===== config.mk =====
export PLATFORM = sky130hd
export DESIGN_NAME = r4_mult_driver
export DESIGN_NICKNAME = d
export VERILOG_FILES = /design/src/rtl/r4_mult_pkg.sv /design/src/rtl/r4_phase_timer.sv /design/src/rtl/r4_mult_driver.sv
export SDC_FILE = /design/constraint.sdc
export NUM_CORES = 1
export LEC_CHECK = 0
export ABC_AREA = 1
export CORE_MARGIN = 4
export CORE_UTILIZATION = 47
export DETAILED_ROUTE_END_ITERATION = 7
export PLACE_DENSITY = 0.77
export REMOVE_ABC_BUFFERS = 1
export SYNTH_ARGS = -nofsm -noshare
export SYNTH_HDL_FRONTEND = slang
export SYNTH_HIERARCHICAL = 1
export SYNTH_SLANG_ARGS = --single-unit

===== constraint.sdc =====
create_clock -name clk -period 2.03 [get_ports clk]
set_input_delay 0.406 -clock clk [delete_from_list [all_inputs] [get_ports clk]]
set_output_delay 0.406 -clock clk [all_outputs]
set_load 0.05 [all_outputs]

===== src/rtl/r4_mult_pkg.sv =====
// r4_mult_pkg: shared FSM states and default timing for the
// byte-serial radix-4 multiplier driver.
package r4_mult_pkg;

    typedef enum logic [3:0] {
        IDLE,
        START,
        SGAP,
        A_STB,
        A_GAP,
        X_STB,
        X_GAP,
        WAIT_RDY,
        DONE
    } state_e;

    localparam int BYTE_W = 8;
    localparam int TMR_W  = 16;

    localparam int DEF_START_CYC   = 6;
    localparam int DEF_STB_CYC     = 6;
    localparam int DEF_GAP_CYC     = 6;
    localparam int DEF_TIMEOUT_CYC = 1023;

endpackage


===== src/rtl/r4_phase_timer.sv =====
// r4_phase_timer: loadable down-counter that times every phase
// of the driver (start pulse, strobes, gaps and ready timeout).
module r4_phase_timer
    import r4_mult_pkg::*;
#(
    parameter int W = TMR_W
) (
    input  logic         clk,
    input  logic         rst,
    input  logic         load,
    input  logic [W-1:0] len,
    output logic         done,
    output logic         almost
);

    logic [W-1:0] cnt_q;
    logic [W-1:0] cnt_d;

    always_comb begin
        cnt_d = cnt_q;
        if (load) begin
            cnt_d = len;
        end else if (cnt_q != '0) begin
            cnt_d = cnt_q - W'(1);
        end
    end

    always_ff @(posedge clk or negedge rst) begin
        if (!rst) begin
            cnt_q <= '0;
        end else begin
            cnt_q <= cnt_d;
        end
    end

    // almost flags the second-to-last clock of a phase
    assign done   = (cnt_q == '0);
    assign almost = (cnt_q == W'(1));

endmodule


===== src/rtl/r4_mult_driver.sv =====
// r4_mult_driver: takes an operand pair, streams it bytewise into the
// radix-4 multiplier and hands the product back over valid/ready.
module r4_mult_driver
    import r4_mult_pkg::*;
#(
    parameter int OP_W        = 16,
    parameter int START_CYC   = DEF_START_CYC,
    parameter int STB_CYC     = DEF_STB_CYC,
    parameter int GAP_CYC     = DEF_GAP_CYC,
    parameter int TIMEOUT_CYC = DEF_TIMEOUT_CYC
) (
    input  logic              clk,
    input  logic              rst,
    input  logic              op_valid,
    output logic              op_ready,
    input  logic [OP_W-1:0]   op_a,
    input  logic [OP_W-1:0]   op_x,
    output logic              res_valid,
    input  logic              res_ready,
    output logic [2*OP_W-1:0] res_data,
    output logic              res_err,
    output logic              mul_start,
    output logic              mul_getA,
    output logic              mul_getX,
    output logic [7:0]        mul_in,
    input  logic [2*OP_W-1:0] mul_result,
    input  logic              mul_ready,
    output logic              busy
);

    localparam int NB = OP_W / BYTE_W;
    localparam logic [7:0] LAST_IDX = 8'(NB - 1);

    localparam logic [TMR_W-1:0] LEN_START = TMR_W'(START_CYC - 1);
    localparam logic [TMR_W-1:0] LEN_STB   = TMR_W'(STB_CYC - 1);
    localparam logic [TMR_W-1:0] LEN_GAP   = TMR_W'(GAP_CYC - 1);
    localparam logic [TMR_W-1:0] LEN_TMO   = TMR_W'(TIMEOUT_CYC - 1);

    state_e state_q, state_d;

    logic [7:0]        idx_q, idx_d;
    logic [OP_W-1:0]   a_q, a_d;
    logic [OP_W-1:0]   x_q, x_d;
    logic              seen_q, seen_d;
    logic [7:0]        mul_in_q, mul_in_d;
    logic [2*OP_W-1:0] res_data_q, res_data_d;
    logic              res_err_q, res_err_d;
    logic              op_ready_q, op_ready_d;
    logic              res_valid_q, res_valid_d;
    logic              busy_q, busy_d;
    logic              start_q, start_d;
    logic              get_a_q, get_a_d;
    logic              get_x_q, get_x_d;

    logic              tmr_load;
    logic [TMR_W-1:0]  tmr_len;
    logic              tmr_done;
    logic              tmr_almost;

    logic              last_byte;
    logic [7:0]        idx_nxt;

    function automatic logic [BYTE_W-1:0] byte_of(
        input logic [OP_W-1:0] v,
        input logic [7:0]      i
    );
        return v[int'(i)*BYTE_W +: BYTE_W];
    endfunction

    r4_phase_timer #(.W(TMR_W)) u_tmr (
        .clk    (clk),
        .rst    (rst),
        .load   (tmr_load),
        .len    (tmr_len),
        .done   (tmr_done),
        .almost (tmr_almost)
    );

    assign last_byte = (idx_q == LAST_IDX);
    assign idx_nxt   = idx_q + 8'd1;

    // next byte is put on mul_in in the last gap clock (needs GAP_CYC >= 2)
    always_comb begin
        state_d    = state_q;
        idx_d      = idx_q;
        a_d        = a_q;
        x_d        = x_q;
        seen_d     = seen_q;
        mul_in_d   = mul_in_q;
        res_data_d = res_data_q;
        res_err_d  = res_err_q;
        tmr_load   = 1'b0;
        tmr_len    = '0;
        unique case (state_q)
            IDLE: begin
                if (op_valid && op_ready_q) begin
                    a_d      = op_a;
                    x_d      = op_x;
                    seen_d   = 1'b0;
                    idx_d    = '0;
                    state_d  = START;
                    tmr_load = 1'b1;
                    tmr_len  = LEN_START;
                end
            end
            START: begin
                if (tmr_done) begin
                    state_d  = SGAP;
                    tmr_load = 1'b1;
                    tmr_len  = LEN_GAP;
                end
            end
            SGAP: begin
                if (tmr_almost) begin
                    mul_in_d = byte_of(a_q, 8'd0);
                end
                if (tmr_done) begin
                    idx_d    = '0;
                    state_d  = A_STB;
                    tmr_load = 1'b1;
                    tmr_len  = LEN_STB;
                end
            end
            A_STB: begin
                if (tmr_done) begin
                    state_d  = A_GAP;
                    tmr_load = 1'b1;
                    tmr_len  = LEN_GAP;
                end
            end
            A_GAP: begin
                if (tmr_almost) begin
                    mul_in_d = last_byte ? byte_of(x_q, 8'd0)
                                         : byte_of(a_q, idx_nxt);
                end
                if (tmr_done) begin
                    tmr_load = 1'b1;
                    tmr_len  = LEN_STB;
                    if (last_byte) begin
                        idx_d   = '0;
                        state_d = X_STB;
                    end else begin
                        idx_d   = idx_nxt;
                        state_d = A_STB;
                    end
                end
            end
            X_STB: begin
                if (tmr_done) begin
                    state_d  = X_GAP;
                    tmr_load = 1'b1;
                    tmr_len  = LEN_GAP;
                end
            end
            X_GAP: begin
                if (tmr_almost && !last_byte) begin
                    mul_in_d = byte_of(x_q, idx_nxt);
                end
                if (tmr_done) begin
                    tmr_load = 1'b1;
                    if (last_byte) begin
                        state_d = WAIT_RDY;
                        tmr_len = LEN_TMO;
                    end else begin
                        idx_d   = idx_nxt;
                        state_d = X_STB;
                        tmr_len = LEN_STB;
                    end
                end
            end
            WAIT_RDY: begin
                // a ready left over from the previous product is ignored
                seen_d = seen_q | ~mul_ready;
                if (seen_q && mul_ready) begin
                    res_data_d = mul_result;
                    res_err_d  = 1'b0;
                    state_d    = DONE;
                end else if (tmr_done) begin
                    res_data_d = '0;
                    res_err_d  = 1'b1;
                    state_d    = DONE;
                end
            end
            DONE: begin
                if (res_valid_q && res_ready) begin
                    state_d = IDLE;
                end
            end
            default: begin
                state_d = IDLE;
            end
        endcase
    end

    always_comb begin
        op_ready_d  = (state_d == IDLE);
        res_valid_d = (state_d == DONE);
        busy_d      = (state_d != IDLE);
        start_d     = (state_d == START);
        get_a_d     = (state_d == A_STB);
        get_x_d     = (state_d == X_STB);
    end

    always_ff @(posedge clk or negedge rst) begin
        if (!rst) begin
            state_q     <= IDLE;
            idx_q       <= '0;
            a_q         <= '0;
            x_q         <= '0;
            seen_q      <= 1'b0;
            mul_in_q    <= '0;
            res_data_q  <= '0;
            res_err_q   <= 1'b0;
            op_ready_q  <= 1'b1;
            res_valid_q <= 1'b0;
            busy_q      <= 1'b0;
            start_q     <= 1'b0;
            get_a_q     <= 1'b0;
            get_x_q     <= 1'b0;
        end else begin
            state_q     <= state_d;
            idx_q       <= idx_d;
            a_q         <= a_d;
            x_q         <= x_d;
            seen_q      <= seen_d;
            mul_in_q    <= mul_in_d;
            res_data_q  <= res_data_d;
            res_err_q   <= res_err_d;
            op_ready_q  <= op_ready_d;
            res_valid_q <= res_valid_d;
            busy_q      <= busy_d;
            start_q     <= start_d;
            get_a_q     <= get_a_d;
            get_x_q     <= get_x_d;
        end
    end

    assign op_ready  = op_ready_q;
    assign res_valid = res_valid_q;
    assign res_data  = res_data_q;
    assign res_err   = res_err_q;
    assign busy      = busy_q;
    assign mul_start = start_q;
    assign mul_getA  = get_a_q;
    assign mul_getX  = get_x_q;
    assign mul_in    = mul_in_q;

endmodule


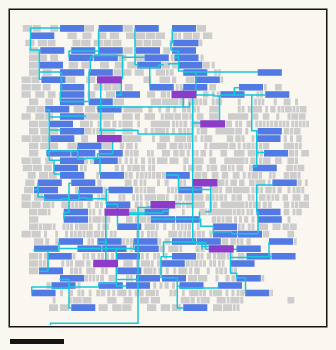
clk_routes.png
Bar = 20 um.
clock wires -> cyan  # length 1,190 um
clock drivers -> purple  # count 9
flip-flops -> blue  # count 108
routed clock nets = 10
Final Skew: 0.009588 ns
Worst-Skew Late Latency: 0.35 ns
Clock net power: 0.00177 W
Clock Power Share: 0.154

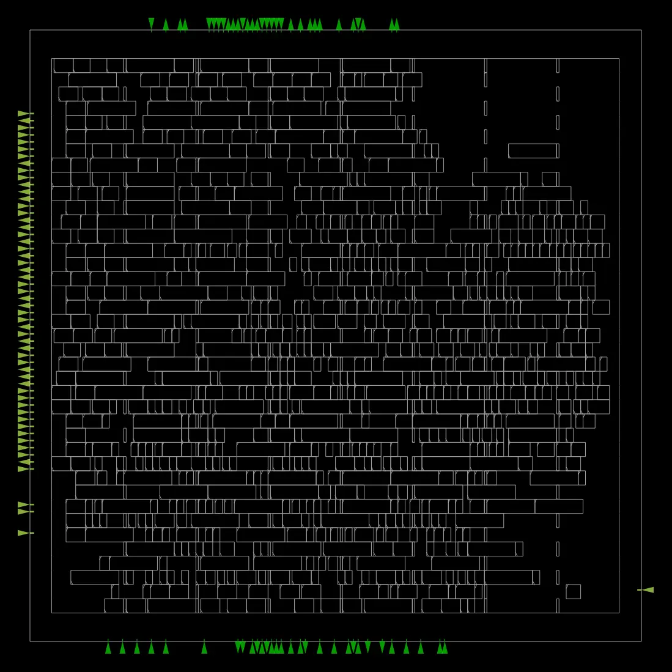
placement.png
# fillers: 909
core area: 0.01152 sq mm
n_taps: 143
row count: 39

==> flow_metrics.tcl <==
# metrics dict for downstream scripts
set metrics [dict create \
    yosysTopAreaCell "dfrtp_1" \
    maxCapViolations 0 \
    clock_path_buffers 2 \
    r2r_start "u_tmr/cnt_q[13]$_DFFE_PN0P_" \
    stdcell_count 988 \
    yosys-stat-area_sq_mm 0.005580 \
    syn_inst 676 \
    clkbuf_count 9 \
    top_area_frac 0.4798 \
    largest_cell_class "sequential cells" \
    syn_area_sq_mm 0.005580 \
    synthAoiAreaFrac 0.1191 \
    logic_family "simple AND/OR/NAND/NOR gates" \
    ios 116 \
    r2r_setup_slack_ns -0.06 \
    fin_area_sq_mm 0.007741 \
    nonClkBufAreaFrac 0.2129 \
    hp-class "in2async" \
    worst-path-buf-inv 2 \
    holdWs_ns 0.04544 \
    cts_tree "built" \
    p_per_area_mw_per_mm2 1484 \
    dieArea_sq_mm 0.01368 \
    logic_gates 493 \
    cts_resized 8 \
    use_met3 0.04833 \
    cp_max_fo 5 \
    dr_total_vias 5067 \
    final-clk-cell-share 0.03847 \
    cp_cell_sequence "nor2_2 -> nand3_2 -> nor4_4 -> buf_4 -> nand4_1 -> o211ai_1 -> buf_4 -> a21oi_2 -> o21ai_1 -> o21ai_1 -> nor2_1" \
    top_cell "nand2_1" \
    place_congestion 0.9266 \
    worstRegToRegCells 11 \
    edf_count 0 \
    common_cells "242 x nand2_1, 107 x dfrtp_1, 52 x nor2_1" \
    wl_met3_um 804 \
    violations "negative setup slack" \
    grt_pass1_vias 5157 \
    postSynthSeqShare 0.4845 \
    post_synth_num_cell_types 37 \
    setup_viol 2 \
    status "complete, but fails checks" \
    fin_crit_ns 2.092 \
    fmaxAchievable_mhz 477.9 \
    grt_usage 0.2198 \
    tightest_slew_ns 0.5607 \
    dr.first_iter.drc_count 218 \
    fin_setup_tns_ns -0.09006 \
    ys_ff 108 \
    numSequentialCells 108 \
    dpl_cell_area_sq_mm 0.007221 \
    antenna_cells 0 \
    overflow 0 \
    vias_per_cell 5.129 \
    critPathArrivalTime_ns 2.37 \
    mux_area_frac 0.01435 \
    seq_share 0.3493 \
    max_slew_margin 0.6262 \
    numCtsBuffers 9 \
    cp-start-kind "flip-flop" \
    grt_use_met1 0.2864 \
    cts-hold-fix-buffers 0 \
    routed_wl_um 14520 \
    synth-adder-area-share 0.008969 \
    flop_area_sq_mm 0.002704 \
    grt_max_degree 45 \
    clock_sinks 108 \
    detail-route-antenna-nets 0 \
    drive_gt1_frac 0.1870 \
    logic_area_sq_mm 0.002685 \
    comb_area_frac 0.3469 \
    nNonClkBuffers 171 \
    wl_met1_um 6097 \
    wl_per_cell_um 14.70 \
    crit_required_ns 2.30 \
    root_buffer "clkbuf_16" \
    synthArstFlopShare 1.000 \
    final_max_slew_viol_count 0 \
    fin_ws_ns -0.06230 \
    antenna_found_initial 0 \
    grt.busiest_layer "met2" \
    dp.cells 965 \
    route.met2.wl_um 7394 \
    final-hold-violation-count 0 \
    dpl_worst_slack_ns -0.1784 \
    crit_path_max_incr_delay_ns 0.40 \
    tool_warnings 29 \
    grt_pass1_wl_um 24110 \
    hpwl_um 10640 \
    leakage_nw 3.752 \
    crit_path_end_kind "flip-flop" \
    highest_layer "met4" \
    worst_path_dominant_cell_family "simple AND/OR/NAND/NOR gates" \
    finalClockPeriodUsage 1.031 \
    power.total_w 0.01149 \
    postCtsSetupBuffers 1 \
    syn_area_per_cell_sq_um 8.255 \
    drc 0 \
    yosys_warnings 6 \
    rsz0062_at_grt "yes" \
    critPathKind "reg2reg" \
    area_leaders "dfrtp_1 48%, nand2_1 16%, a22o_1 5.0%" \
    met2_usage 0.3682 \
    ys_sh_xor 0.01256 \
    syn_to_final_growth_pct 38.72 \
    cts_max_level 3 \
    ir_drop_mv 0.9252 \
    ff_type "dfrtp_1" \
    worstReg2RegEnd "u_tmr/cnt_q[4]$_DFFE_PN0P_" \
    inverters 58 \
    simple_gate_area_frac 0.2955 \
    crit_slowest_cell "dfrtp_1" \
    layout.nets 914 \
    drtPass1Iterations 5 \
    yosys-stat-cells 676 \
    cts.clk_slew.worst_paths_ns 0.07 \
]
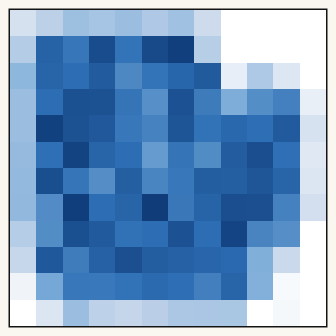
cell_density.png
12 x 12 tiles, from white (low) to dark blue (high), 0 to 100% covered.
mean over tiles = 55%
emptiest ninth of the die = upper right
tiles over 75% full = 38%
Layout Utilization: 0.6722
Starting Density: 0.4846

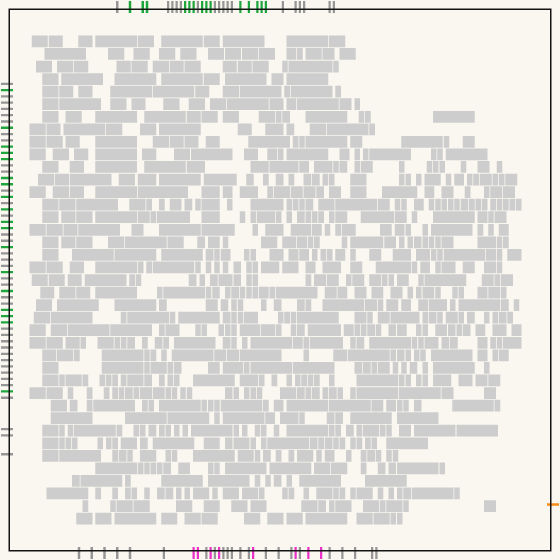
io_placement.png
Pins as bars across the die edge, other pins in gray.
res_data -> green  # pins 32, direction output, edge 18 left, 14 top
mul_in -> magenta  # pins 8, direction output, edge bottom
rst -> orange  # pins 1, direction input, edge right
Die Ht: 117.0 um
Port-buffer cells: 115
Horiz. Die Dim: 117.0 um

[power by group]
| part | switching [W] | internal [W] | leakage, nW | total, W |
|---|---|---|---|---|
| sequential | 0.000571 | 0.00304 | 1.39 | 0.00361 |
| combinational | 0.00380 | 0.00231 | 2.22 | 0.00611 |
| clock | 0.000801 | 0.000965 | 0.148 | 0.00177 |
[cells in the final DEF (no fill, tap or decap), types with 9 or more instances in the layout]
master,Yosys,routed
clkdlybuf4s50_1,0,112
nand2_1,242,233
inv_2,8,10
nor2_2,7,13
inv_1,48,45
o21ai_1,6,10
a21oi_1,13,11
nand3_1,18,15
nor2_1,52,45
dfrtp_1,107,107
nand2_2,12,20
nor2_4,9,10
o21ai_0,38,34
a22o_1,32,32
buf_4,4,49
clkbuf_16,0,9
[sequential cells by signal, summed over array words and instances (netlist names), 4 cells and up]
signal / count
res_data: 32
a_q: 16
idx_q: 8
u_tmr/cnt_q: 16
x_q: 16
state_q: 4
mul_in: 8
[how the worst max path moves through the flow]
stage	end	depth (start not counted)	slack, ns	startpoint
floorplan	u_tmr/cnt_q[10]$_DFFE_PN0P_	11	-1.33	u_tmr/cnt_q[0]$_DFFE_PN0P_
global placement	u_tmr/cnt_q[1]$_DFFE_PN0P_	13	-0.09	u_tmr/cnt_q[0]$_DFFE_PN0P_
detailed placement	u_tmr/cnt_q[1]$_DFFE_PN0P_	13	-0.18	u_tmr/cnt_q[1]$_DFFE_PN0P_
CTS	u_tmr/cnt_q[4]$_DFFE_PN0P_	12	-0.003	u_tmr/cnt_q[1]$_DFFE_PN0P_
global route	u_tmr/cnt_q[4]$_DFFE_PN0P_	11	-0.24	u_tmr/cnt_q[13]$_DFFE_PN0P_
finish	u_tmr/cnt_q[4]$_DFFE_PN0P_	11	-0.06	u_tmr/cnt_q[13]$_DFFE_PN0P_
Power is estimated from default activity; no workload was simulated.
